**config.mk**
```make
export PLATFORM = sky130hd
export DESIGN_NAME = oram_path_fetch
export DESIGN_NICKNAME = d
export VERILOG_FILES = /design/src/rtl/oram_path_fetch.sv
export SDC_FILE = /design/constraint.sdc
export NUM_CORES = 1
export LEC_CHECK = 0
export ABC_AREA = 1
export CAP_MARGIN = 20
export CORE_UTILIZATION = 48
export DETAILED_ROUTE_END_ITERATION = 7
export PLACE_DENSITY = 0.82
export SKIP_CTS_REPAIR_TIMING = 1
export SLEW_MARGIN = 40
export SYNTH_ARGS = -nofsm -noshare
export SYNTH_HDL_FRONTEND = slang
export SYNTH_SLANG_ARGS = --single-unit
```
**constraint.sdc**
```tcl
create_clock -name clk -period 3.9 [get_ports clk]
set_clock_uncertainty 0.15 [all_clocks]
set_input_delay 0.39 -clock clk [delete_from_list [all_inputs] [get_ports clk]]
set_output_delay 0.39 -clock clk [all_outputs]
set_load 0.01 [all_outputs]
```
**src/rtl/oram_path_fetch.sv**
```systemverilog
// Path ORAM path-read stage: walks root-to-leaf, reads one bucket per level, streams valid tuples.
// Optional CLEAR_ON_READ_EN: wipes each bucket right after it is scanned. Defaults mirror common_defs_pkg.
module oram_path_fetch #(
    parameter int unsigned TREE_DEPTH = 12,
    parameter int unsigned K          = 3,
    parameter int unsigned DATA_WIDTH = 32,
    parameter int unsigned NODE_AW    = TREE_DEPTH + 1,
    parameter int unsigned TW         = 1 + 2 * TREE_DEPTH + DATA_WIDTH
) (
    input  logic                  clk,
    input  logic                  rst,
    input  logic                  req_valid,
    output logic                  req_ready,
    input  logic [TREE_DEPTH-1:0] req_leaf,
    output logic                  mem_rd_en,
    output logic                  mem_wr_en,
    output logic [NODE_AW-1:0]    mem_addr,
    output logic [K*TW-1:0]       mem_wr_data,
    input  logic [K*TW-1:0]       mem_rd_data,
    output logic                  st_valid,
    input  logic                  st_ready,
    output logic [TREE_DEPTH-1:0] st_blk_id,
    output logic [TREE_DEPTH-1:0] st_leaf,
    output logic [DATA_WIDTH-1:0] st_data,
    output logic                  busy,
    output logic                  done
);

    localparam int unsigned LW = $clog2(TREE_DEPTH + 1);
    localparam int unsigned KW = (K > 1) ? $clog2(K) : 1;

    typedef enum logic [2:0] {
        StIdle,
        StRead,
        StWait,
        StScan,
`ifdef CLEAR_ON_READ_EN
        StClear,
`endif
        StDone
    } state_e;

    // Heap-ordered node index of the path node at level lvl.
    function automatic logic [NODE_AW-1:0] node_addr(input logic [LW-1:0]         lvl,
                                                      input logic [TREE_DEPTH-1:0] leaf);
        logic [NODE_AW-1:0] base;
        logic [NODE_AW-1:0] off;
        base = (NODE_AW'(1) << lvl) - NODE_AW'(1);
        off  = NODE_AW'(leaf >> (LW'(TREE_DEPTH) - lvl));
        return base + off;
    endfunction

    state_e                  state_q, state_d;
    logic [LW-1:0]           level_q, level_d;
    logic [KW-1:0]           k_q, k_d;
    logic [TREE_DEPTH-1:0]   leaf_q, leaf_d;
    logic [K*TW-1:0]         bucket_q, bucket_d;
    logic                    mem_rd_en_q, mem_rd_en_d;
    logic [NODE_AW-1:0]      mem_addr_q, mem_addr_d;
    logic                    st_valid_q, st_valid_d;
    logic [TREE_DEPTH-1:0]   st_blk_id_q, st_blk_id_d;
    logic [TREE_DEPTH-1:0]   st_leaf_q, st_leaf_d;
    logic [DATA_WIDTH-1:0]   st_data_q, st_data_d;
    logic                    busy_q, busy_d;
    logic                    done_q, done_d;
    logic                    level_end;
    logic [TW-1:0]           tuple_d;
`ifdef CLEAR_ON_READ_EN
    logic                    mem_wr_en_q, mem_wr_en_d;
`endif

    always_comb begin
        state_d     = state_q;
        level_d     = level_q;
        k_d         = k_q;
        leaf_d      = leaf_q;
        bucket_d    = bucket_q;
        mem_rd_en_d = 1'b0;
        mem_addr_d  = mem_addr_q;
        done_d      = 1'b0;
        level_end   = 1'b0;
`ifdef CLEAR_ON_READ_EN
        mem_wr_en_d = 1'b0;
`endif
        unique case (state_q)
            StIdle: begin
                if (req_valid) begin
                    leaf_d      = req_leaf;
                    level_d     = '0;
                    state_d     = StRead;
                    mem_rd_en_d = 1'b1;
                    mem_addr_d  = node_addr('0, req_leaf);
                end
            end
            StRead: state_d = StWait;
            StWait: begin
                bucket_d = mem_rd_data;
                k_d      = '0;
                state_d  = StScan;
            end
            StScan: begin
                // A presented tuple blocks until the stash takes it; empty slots fall through.
                if (!st_valid_q || st_ready) begin
                    if (k_q == KW'(K - 1)) begin
`ifdef CLEAR_ON_READ_EN
                        state_d     = StClear;
                        mem_wr_en_d = 1'b1;
`else
                        level_end   = 1'b1;
`endif
                    end else begin
                        k_d = k_q + KW'(1);
                    end
                end
            end
`ifdef CLEAR_ON_READ_EN
            StClear: level_end = 1'b1;
`endif
            StDone: state_d = StIdle;
            default: state_d = StIdle;
        endcase

        if (level_end) begin
            if (level_q == LW'(TREE_DEPTH)) begin
                state_d = StDone;
                done_d  = 1'b1;
            end else begin
                level_d     = level_q + LW'(1);
                state_d     = StRead;
                mem_rd_en_d = 1'b1;
                mem_addr_d  = node_addr(level_q + LW'(1), leaf_q);
            end
        end

        tuple_d     = bucket_d[int'(k_d) * TW +: TW];
        st_valid_d  = (state_d == StScan) && tuple_d[TW-1];
        st_blk_id_d = st_valid_d ? tuple_d[TW-2 -: TREE_DEPTH] : '0;
        st_leaf_d   = st_valid_d ? tuple_d[DATA_WIDTH+TREE_DEPTH-1 -: TREE_DEPTH] : '0;
        st_data_d   = st_valid_d ? tuple_d[DATA_WIDTH-1:0] : '0;
        busy_d      = (state_d != StIdle);
    end

    always_ff @(posedge clk) begin
        if (rst) begin
            state_q     <= StIdle;
            level_q     <= '0;
            k_q         <= '0;
            leaf_q      <= '0;
            bucket_q    <= '0;
            mem_rd_en_q <= 1'b0;
            mem_addr_q  <= '0;
            st_valid_q  <= 1'b0;
            st_blk_id_q <= '0;
            st_leaf_q   <= '0;
            st_data_q   <= '0;
            busy_q      <= 1'b0;
            done_q      <= 1'b0;
`ifdef CLEAR_ON_READ_EN
            mem_wr_en_q <= 1'b0;
`endif
        end else begin
            state_q     <= state_d;
            level_q     <= level_d;
            k_q         <= k_d;
            leaf_q      <= leaf_d;
            bucket_q    <= bucket_d;
            mem_rd_en_q <= mem_rd_en_d;
            mem_addr_q  <= mem_addr_d;
            st_valid_q  <= st_valid_d;
            st_blk_id_q <= st_blk_id_d;
            st_leaf_q   <= st_leaf_d;
            st_data_q   <= st_data_d;
            busy_q      <= busy_d;
            done_q      <= done_d;
`ifdef CLEAR_ON_READ_EN
            mem_wr_en_q <= mem_wr_en_d;
`endif
        end
    end

    assign req_ready   = (state_q == StIdle);
    assign mem_rd_en   = mem_rd_en_q;
    assign mem_addr    = mem_addr_q;
    assign mem_wr_data = '0;
`ifdef CLEAR_ON_READ_EN
    assign mem_wr_en   = mem_wr_en_q;
`else
    assign mem_wr_en   = 1'b0;
`endif
    assign st_valid    = st_valid_q;
    assign st_blk_id   = st_blk_id_q;
    assign st_leaf     = st_leaf_q;
    assign st_data     = st_data_q;
    assign busy        = busy_q;
    assign done        = done_q;

endmodule

```
==> impl_metrics.toml <==
# yosys + openroad results
[synth]
ys_cells = 2091
synth_cell_types = 34
syn_inst = 2091
top_cells_by_count = "457 x nand2_1, 356 x inv_1, 265 x dfxtp_1"
compound_area_share_pct = 9.50
yosys_area_um2 = 13900
yosysTopAreaCell = "dfxtp_1"
ys_seq_share_pct = 38.1
synth_area_per_cell_um2 = 6.65
mux_share_pct = 0.0719
synthesis.area_um2 = 13900
topCellsByArea = "dfxtp_1 38%, nand2_1 12%, buf_4 9.7%, inv_1 9.6%, o21ai_0 6.5%"

[final_layout]
inverters = 359
lay_top_cells = "456 x nand2_1, 354 x inv_1, 265 x dfxtp_1"
drive_gt1_share_pct = 5.51
syn_to_final_growth_pct = 23.0
fin_cells = 2704
largest_reg_flops = 171
comb_area_um2 = 6180
fillers = 2530
buffer_area_share_pct = 16.8
comb_share_pct = 36.1

[drt]
route.met3.wl_um = 2740
vias_per_cell = 4.66
firstDrtPassIters = 5
route.met2.wl_um = 17500
highest_layer = "met4"
drc_errors = 0
drt-met1-wl_um = 14800
wire_per_inst_um = 13.5

[floorplan]
well_tap_count = 378
chipArea_um2 = 29700
fp.dieW_um = 172
die_h_um = 172

[critical_path]
crit_path_top_delay_cell = "dfxtp_1"
r2r_slack_ns = 0.34
path_delay_family = "adder cells"
r2r_start = "level_q[0]$_SDFF_PP0_"
required_ns = 4.21
critPathLaunchType = "flop"
r2r_end = "mem_addr[10]$_SDFF_PP0_"
critical_path_depth = 20
crit_type = "flop to flop"
crit_end = "mem_addr[10]$_SDFF_PP0_"
crit_arrival_ns = 3.88
crit_path_max_incr_delay_ns = 0.38

[placed_design]
gp_congestion = 0.870
pre_cts_ws_ns = 0.0220

[min_path]
hold_start = "req_leaf[2]"
hp-class = "primary input to flop"
min_to = "leaf_q[2]$_SDFFE_PP0P_"
holdPathStages = 3

[timing]
fin_tns_setup_ns = 0
whs_ns = 0.281
fin_crit_ns = 3.56
worst_pin_slew_ns = 0.806
hold_viol = 0
setup_viol = 0
slew_viol_final = 0

[global_route]
overflow = 0
antenna_found_initial = 1
use_met2_pct = 42.3
grt_use_total_pct = 23.6

[power_and_ir_drop]
seq-power_uw = 2960
switchingPower_uw = 1990
power-top-group = "registers"
peakVddDrop_mv = 0.335
powerComb_uw = 1320
leakage_uw = 0.00868

[clock_tree]
cts-buffers-inserted = 29

[status]
status = "finished clean"

[job]
maxCapViolCount = 0
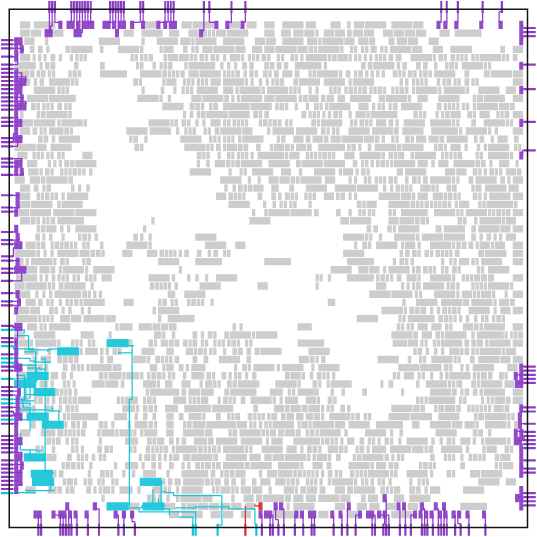
Fig. 1. Port wiring.
Drawn at 3 px/µm.
legend:
  purple:
    port: mem_wr_data
    bits: 171
    direction: output
    end_cells: 171
    wire: 663 µm
  cyan:
    port: mem_addr
    bits: 13
    direction: output
    end_cells: 13
    wire: 469 µm
  red:
    port: req_valid
    bits: 1
    direction: input
    end_cells: 1
    wire: 8.50 µm
io pins: 433
Port Buf Inserts: 260

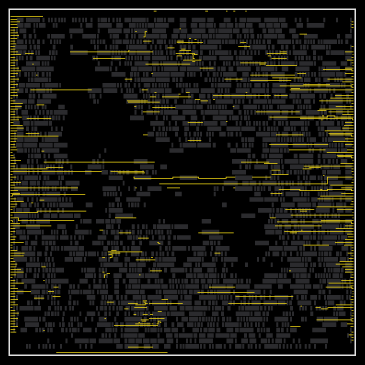
Fig. 2. Signal wires on met3.
Drawn at 2 px/µm.
share of all routed wire: 7.5%
main direction: horizontal
wire length on this layer: 2740 µm
longest straight run: 84.0 µm
nets with wire on the layer: 311
vias: 12.6k
Routed WL: 36500 µm
met3 Use GR: 4.49%

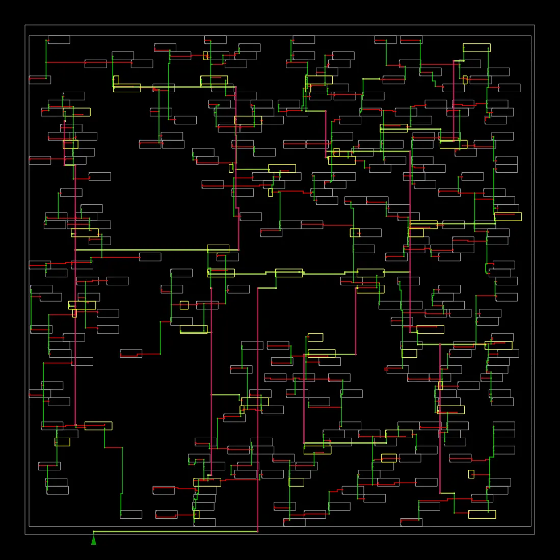
Fig. 3. Clock wiring as the flow saved it.
# clk buffers: 43
P_clk: 2630 µW

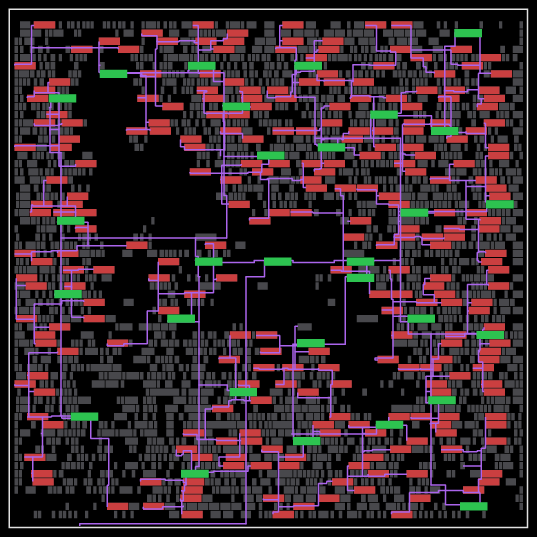
Fig. 4. Routed clock nets over the placement.
Drawn at 3 px/µm.
legend:
  red:
    item: flip-flops
    count: 265
  green:
    item: clock-net drivers
    count: 29
  purple:
    item: clock wires
    length: 3430 µm
flops lie: spread over the die
Clk pwr share: 38.1%
clk latency late pin: 0.56 ns

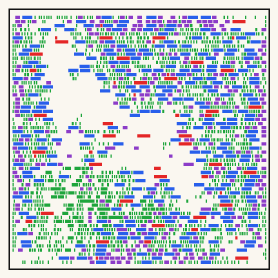
Fig. 5. Placement by cell class.
Drawn at 1.5 px/µm.
legend:
  purple:
    class: remaining buffers and delay cells
    cells: 287
    share_of_their_area: 17%
  green:
    class: remaining logic cells
    cells: 1720
    share_of_their_area: 45%
  red:
    class: clock drivers and dummy loads
    cells: 51
    share_of_their_area: 5.5%
  blue:
    class: registers
    cells: 265
    share_of_their_area: 32%
flop share of the area: 31.0%
Final Util: 60.8%
Core Area: 28200 µm²
FP Rows: 61
fin area: 17100 µm²

Power figures rest on the tool's default switching activity, not on a simulated workload.
